===== config.mk =====
export PLATFORM = sky130hd
export DESIGN_NAME = logicshifter_l2h_gate_sequencer
export DESIGN_NICKNAME = d
export VERILOG_FILES = /design/src/rtl/logicshifter_l2h_gate_sequencer.sv
export SDC_FILE = /design/constraint.sdc
export NUM_CORES = 1
export LEC_CHECK = 0
export CAP_MARGIN = 20
export CELL_PAD_IN_SITES_DETAIL_PLACEMENT = 1
export CELL_PAD_IN_SITES_GLOBAL_PLACEMENT = 2
export CORE_MARGIN = 4
export CORE_UTILIZATION = 25
export CTS_CLUSTER_DIAMETER = 120
export CTS_CLUSTER_SIZE = 24
export DETAILED_ROUTE_END_ITERATION = 7
export HOLD_SLACK_MARGIN = 0.02
export PLACE_DENSITY_LB_ADDON = 0.1
export SYNTH_ARGS = -nofsm -noshare
export SYNTH_HDL_FRONTEND = slang
export SYNTH_SLANG_ARGS = --single-unit
export TNS_END_PERCENT = 20

===== constraint.sdc =====
create_clock -name CELCLK -period 4.86 [get_ports CELCLK]
set_input_delay 0.729 -clock CELCLK [delete_from_list [all_inputs] [get_ports CELCLK]]
set_output_delay 0.729 -clock CELCLK [all_outputs]
set_load 0.05 [all_outputs]

===== src/rtl/logicshifter_l2h_gate_sequencer.sv =====
// Power-up, dead-time and shutdown sequencer for the 2-bit low-to-high gate logic shifter.
// Optional minimum on-time per bit is enabled by defining LSSEQ_MIN_ON_EN.
module logicshifter_l2h_gate_sequencer #(
  parameter int CNT_W      = 8,
  parameter int SETTLE_CYC = 16,
  parameter int MIN_ON_CYC = 4
) (
  input  logic             CELCLK,
  input  logic             CELRSTN,
  input  logic             drv_en,
  input  logic             cmd_top,
  input  logic             cmd_bot,
  input  logic [CNT_W-1:0] dt_cfg,
  output logic             ls_enable,
  output logic [1:0]       ls_in,
  output logic             ready,
  output logic             overlap_err
);

  typedef enum logic [2:0] {
    S_OFF, S_SETTLE, S_IDLE, S_DEAD, S_TOP_ON, S_BOT_ON, S_DRAIN
  } state_t;

  state_t           state, nxt;
  logic [CNT_W-1:0] cnt, cnt_nxt, dt_load;
  logic             both, top_req, bot_req, hold_ok;

  assign both    = cmd_top & cmd_bot;
  assign top_req = cmd_top & ~cmd_bot;
  assign bot_req = cmd_bot & ~cmd_top;
  // Counter holds remaining cycles minus one, so a dt_cfg of 0 still yields one dead cycle.
  assign dt_load = (dt_cfg == '0) ? '0 : dt_cfg - CNT_W'(1);

`ifdef LSSEQ_MIN_ON_EN
  logic [CNT_W-1:0] mon, mon_nxt;
  assign hold_ok = (mon == '0);

  always_comb begin
    mon_nxt = (mon != '0) ? mon - CNT_W'(1) : mon;
    if ((nxt == S_TOP_ON || nxt == S_BOT_ON) && nxt != state)
      mon_nxt = CNT_W'(MIN_ON_CYC - 1);
  end

  always_ff @(posedge CELCLK or negedge CELRSTN)
    if (!CELRSTN) mon <= '0;
    else          mon <= mon_nxt;
`else
  logic unused_min_on;
  assign unused_min_on = ^MIN_ON_CYC;
  assign hold_ok       = 1'b1;
`endif

  always_comb begin
    nxt     = state;
    cnt_nxt = (cnt != '0) ? cnt - CNT_W'(1) : cnt;
    case (state)
      S_OFF:
        if (drv_en) begin nxt = S_SETTLE; cnt_nxt = CNT_W'(SETTLE_CYC - 1); end
      S_SETTLE:
        if (!drv_en)         nxt = S_OFF;
        else if (cnt == '0)  nxt = S_IDLE;
      S_IDLE:
        if (!drv_en)         begin nxt = S_DRAIN; cnt_nxt = dt_load; end
        else if (top_req)    nxt = S_TOP_ON;
        else if (bot_req)    nxt = S_BOT_ON;
      S_DEAD:
        if (!drv_en)         begin nxt = S_DRAIN; cnt_nxt = dt_load; end
        else if (cnt == '0) begin
          if (top_req)       nxt = S_TOP_ON;
          else if (bot_req)  nxt = S_BOT_ON;
          else               nxt = S_IDLE;
        end
      S_TOP_ON:
        if (!drv_en)         begin nxt = S_DRAIN; cnt_nxt = dt_load; end
        else if (both || (!cmd_top && hold_ok)) begin nxt = S_DEAD; cnt_nxt = dt_load; end
      S_BOT_ON:
        if (!drv_en)         begin nxt = S_DRAIN; cnt_nxt = dt_load; end
        else if (both || (!cmd_bot && hold_ok)) begin nxt = S_DEAD; cnt_nxt = dt_load; end
      S_DRAIN:
        if (cnt == '0)       nxt = S_OFF;
      default:               nxt = S_OFF;
    endcase
  end

  always_ff @(posedge CELCLK or negedge CELRSTN) begin
    if (!CELRSTN) begin
      state       <= S_OFF;
      cnt         <= '0;
      ls_enable   <= 1'b0;
      ls_in       <= 2'b00;
      ready       <= 1'b0;
      overlap_err <= 1'b0;
    end else begin
      state       <= nxt;
      cnt         <= cnt_nxt;
      // Outputs decode the next state so they land on the same edge as the transition.
      ls_enable   <= (nxt != S_OFF);
      ls_in       <= {nxt == S_TOP_ON, nxt == S_BOT_ON};
      ready       <= (nxt == S_IDLE) || (nxt == S_TOP_ON) || (nxt == S_BOT_ON);
      overlap_err <= (nxt == S_OFF) ? 1'b0 : (overlap_err | (both & (state != S_OFF)));
    end
  end

endmodule

### Sequential cells colored by netlist name, run 1

The bar under the picture is 20 µm long. Other sequential cells in the stronger gray, the rest of the logic in the fainter gray.
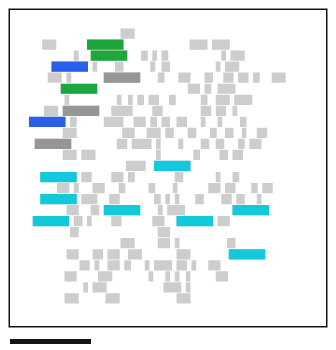
| color | name in the netlist | placed flops |
|---|---|---|
| green | state | 3 |
| blue | ls_in | 2 |
| cyan | cnt | 8 |

### Clock nets, run 1

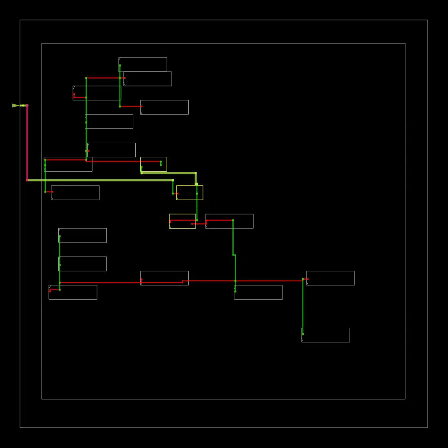
CTS Sinks: 16
power attributed to the clock group: 0.0987 mW
flip-flop and latch count: 16
final clock skew: 6.81 ps

### Cells by drive strength, run 1

The bar under the picture is 20 µm long.
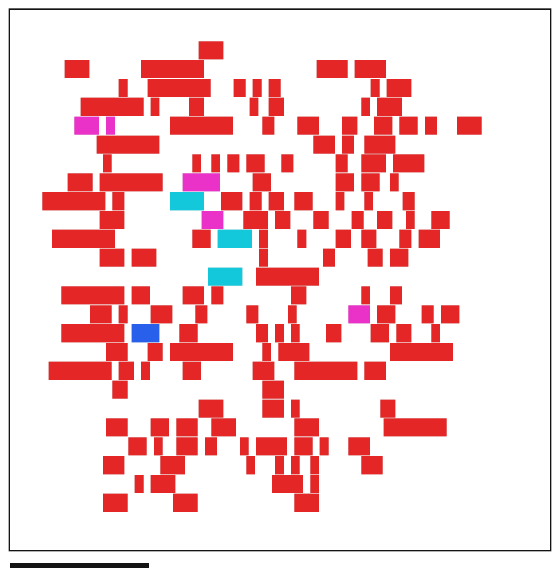
| color | size | cells |
|---|---|---|
| blue | _3 and _4 cells | 1 |
| magenta | _2 cells | 5 |
| red | _0 and _1 cells | 151 |
| cyan | _6 and larger | 3 |

==> reports/summary.log, run 1 <==
[outcome] status finished clean
[routing] number of antenna-violating nets in the routed design 0
[worst_setup_path] biggest cell delay along the critical path 740 ps
[synth] number of synthesized flops with an enable pin 0
[cells_and_area] fin cells 227
[routing] DRC viols 0
[global_routing] global routing usage on met1 17.7%
[cells_and_area] area of the multi-input gates 759 µm²
[pwr] LEAKAGE 0.582 nW
[synth] sequential share of the synthesized area 32.8%
[worst_setup_path] Setup Crit Path Kind primary input to register
[global_routing] fraction of met2 tracks used by global routing 19.3%
[flow_run] Max-Cap Viols 0
[cells_and_area] inverter count of the layout excluding clock inverters 12
[synth] Commonest flop sky130_fd_sc_hd__dfrtp_1
[global_routing] met3 Usage GRT 2.32%
[synth] post-synth design cell area 1220 µm²
[synth] cell with the most instances after synthesis sky130_fd_sc_hd__dfrtp_1
[cells_and_area] final design instance area without fill 1500 µm²
[routing] number of vias per cell after detailed routing 4.92
[worst_setup_path] total stage count of the critical path 8
[placement] global placement routability congestion 0.779
[cells_and_area] area added between synthesis and finish 22.8%
[synth] most numerous cell types in the synthesized netlist sky130_fd_sc_hd__dfrtp_1 (16), sky130_fd_sc_hd__nand2_1 (13), sky130_fd_sc_hd__inv_1 (10), sky130_fd_sc_hd__nor2_1 (10)
[synth] yosys cell count 144
[global_routing] global-route wire length before repair 6.09 mm
[synth] main area contributors after synthesis sky130_fd_sc_hd__dfrtp_1 (33%), sky130_fd_sc_hd__ha_1 (7.2%), sky130_fd_sc_hd__xor2_1 (5.0%)
[worst_setup_path] kind of cell with the highest combined delay on the critical path AND-OR/OR-AND gates
[synth] largest area contributor in the synthesized netlist sky130_fd_sc_hd__dfrtp_1
[floorplan] Die Size 6070 µm²
[timing] number of setup violations in the final report 0
[cells_and_area] Largest area class, layout multi-input combinational cells
[cells_and_area] Comb area share 50.6%
[global_routing] gr ovfl total 0
[synth] main kind of combinational logic by area simple AND/OR/NAND/NOR gates
[placement] buffers added on ports 17
[global_routing] peak-usage layer in the global routing report met2
[worst_setup_path] destination of the worst register-to-register timing path ready
[timing] pin slew with the least headroom to its limit 1060 ps
[worst_hold_path] hold endpoint overlap_err
[synth] Simple Share, Synth 24.2%
[worst_setup_path] arrival time at the worst endpoint 3130 ps
[placement] DP HPWL 2.88 mm
[timing] setup repair after global routing missed its margin no
[worst_hold_path] type of the worst min-delay path register to register
[routing] met3 WL post-DR 87 µm
[routing] drt first-iter violations 48
[cts] clk slew on worst S/H paths 60 ps
[worst_setup_path] setup slack on the worst flop-to-flop path 1960 ps
[cts] clk buf depth 2
[routing] WL met1 1.89 mm
[routing] routed wire length per instance 15.5 µm
[pwr] final total power 0.939 mW
[floorplan] floorplan core area 4720 µm²
[worst_setup_path] sum of buffers and inverters on the critical path 2
[cells_and_area] Non-clock buffer share 11.3%
[timing] Max Transition Viols Final 0
run 1: report_power, final:
part           internal, mW  leakage (nW)  switching, mW
sequential            0.201         0.191         0.0881
clock                0.0549        0.0216         0.0438
combinational         0.224         0.370          0.327
run 1: layout by cell type (no fill, tap or decap), drive strengths merged, types with 3 or more instances in the layout:
cell,Yosys,final
o22ai,4,4
inv,11,11
or4,3,3
nand3b,3,3
nand2,13,13
a21oi,7,7
nor3,3,3
clkdlybuf4s50,0,17
xnor2,6,6
nor4,3,3
dfrtp,16,16
nor3b,5,5
ha,7,7
nand3,5,5
o211ai,3,3
xor2,7,7
nor2,10,10
clkbuf,3,3
o21ai,7,7
run 1: registers in the layout, indices dropped and copies added, names as in the netlist:
signal / flops
cnt: 8
state: 3
ls_in: 2
ls_enable: 1
overlap_err: 1
ready: 1
--- run 2 (diff from run 1) ---
==> constraint.sdc (replaced) <==
create_clock -name CELCLK -period 2.5 [get_ports CELCLK]
set_input_delay 0.375 -clock CELCLK [delete_from_list [all_inputs] [get_ports CELCLK]]
set_output_delay 0.375 -clock CELCLK [all_outputs]
set_load 0.05 [all_outputs]
### Placed cells, one color a class, run 2

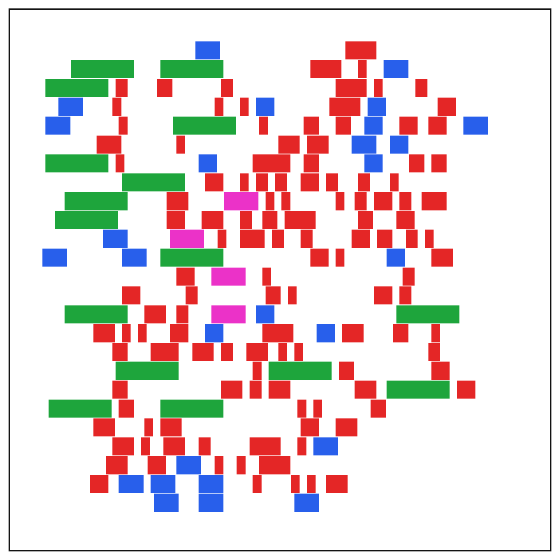
| color | class | cells | share of their area |
|---|---|---|---|
| magenta | clock drivers and dummy loads | 4 | 3.6% |
| red | combinational and other logic | 124 | 54% |
| blue | remaining buffers and delay cells | 27 | 16% |
| green | sequential cells | 16 | 26% |

### Sequential cells colored by netlist name, run 2

The bar under the picture is 20 µm long. Other sequential cells in the stronger gray, the rest of the logic in the fainter gray.
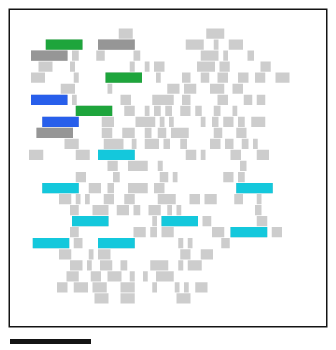
| color | name in the netlist | placed flops |
|---|---|---|
| cyan | cnt | 8 |
| green | state | 3 |
| blue | ls_in | 2 |

### Clock nets, run 2

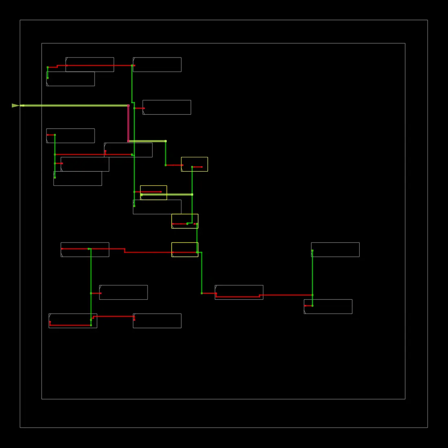
final clock skew: 9.26 ps
number of clock buffers in the layout: 4
clock latency of the later-clocked register in the worst-skew pair: 250 ps

==> run 2 against run 1 <==
Synthesized area stayed put; utilization grew 2.0 points; clock skew is 2.5 ps higher; synthesized cell count is the same; largest cell class unchanged; flip-flop count unchanged; sequential share of layout area is 1.6 points lower; die size unchanged.
==> reports/summary.log, run 2 <==
[outcome] status finished clean
[placement] DP HPWL 2.88 mm
[cells_and_area] top register by number of flip-flops cnt
[floorplan] Die Size 6070 µm²
[timing] setup repair after global routing missed its margin no
[cells_and_area] most frequent standard cell in the layout excluding fill and tap cells sky130_fd_sc_hd__clkdlybuf4s50_1
[routing] DRC viols 0
[cells_and_area] Largest area class, layout multi-input combinational cells
[global_routing] gr ovfl total 0
[timing] number of setup violations in the final report 0
[synth] main area contributors after synthesis sky130_fd_sc_hd__dfrtp_1 (33%), sky130_fd_sc_hd__ha_1 (7.2%), sky130_fd_sc_hd__xor2_1 (5.0%)
[routing] drt first-iter violations 54
[cells_and_area] commonest cells after routing, fill and taps aside sky130_fd_sc_hd__clkdlybuf4s50_1 (17), sky130_fd_sc_hd__dfrtp_1 (16), sky130_fd_sc_hd__nand2_1 (13)
[pwr] share of total power consumed by net switching 46.8%
[pwr] Largest Pwr Group combinational cells
[pwr] register share of total power 28.3%
[synth] main kind of combinational logic by area simple AND/OR/NAND/NOR gates
[cts] clk buf depth 2
[synth] Commonest flop sky130_fd_sc_hd__dfrtp_1
[pwr] Clk network pwr share 12.0%
[cts] CTS Sinks 16
[placement] global placement routability congestion 0.762
[worst_hold_path] hold endpoint overlap_err
[synth] largest area contributor in the synthesized netlist sky130_fd_sc_hd__dfrtp_1
[global_routing] global-route wire length before repair 6.18 mm
[timing] pin slew with the least headroom to its limit 732 ps
[pwr] Sequential Power 0.549 mW
[worst_setup_path] kind of cell with the highest combined delay on the critical path simple AND/OR/NAND/NOR gates
[floorplan] floorplan core area 4720 µm²
[cells_and_area] inverter count of the layout excluding clock inverters 12
[cells_and_area] number of flip-flops under the largest register name 8
[cells_and_area] area added between synthesis and finish 30.6%
[pwr] fraction of power consumed by combinational cells 59.7%
[cells_and_area] Comb area share 48.0%
[placement] buffers added on ports 17
[pwr] power attributed to the clock group 0.234 mW
[worst_setup_path] setup slack on the worst flop-to-flop path 150 ps
[synth] cell with the most instances after synthesis sky130_fd_sc_hd__dfrtp_1
[routing] number of vias per cell after detailed routing 4.87
[run 2: cell counts after synthesis]
Identical to the previous run, type by type.
[run 2: layer usage]
| layer | track usage (%) | vias up | share of wire, % |
|---|---|---|---|
| met5 | 0 | - | 0 |
| met2 | 18.2 | 14 | 43 |
| li1 | - | 574 | - |
| met3 | 3.13 | 2 | 3.7 |
| met4 | 1.57 | 0 | 0.17 |
| met1 | 19.5 | 568 | 53 |
[run 2: per-stage QoR]
step | hold WS [ps] | setup TNS, ps | instance area (µm²) | cells
after detailed placement | 539 | -55.5 | 1530 | 234
after CTS | 559 | 0 | 1590 | 238
after floorplan | 79.4 | 0 | 1220 | 144
after global placement | 540 | -89.6 | 1530 | 234
after global routing | 612 | 0 | 1600 | 238
final | 547 | 0 | 1600 | 238
Power and IR drop assume default switching activity.
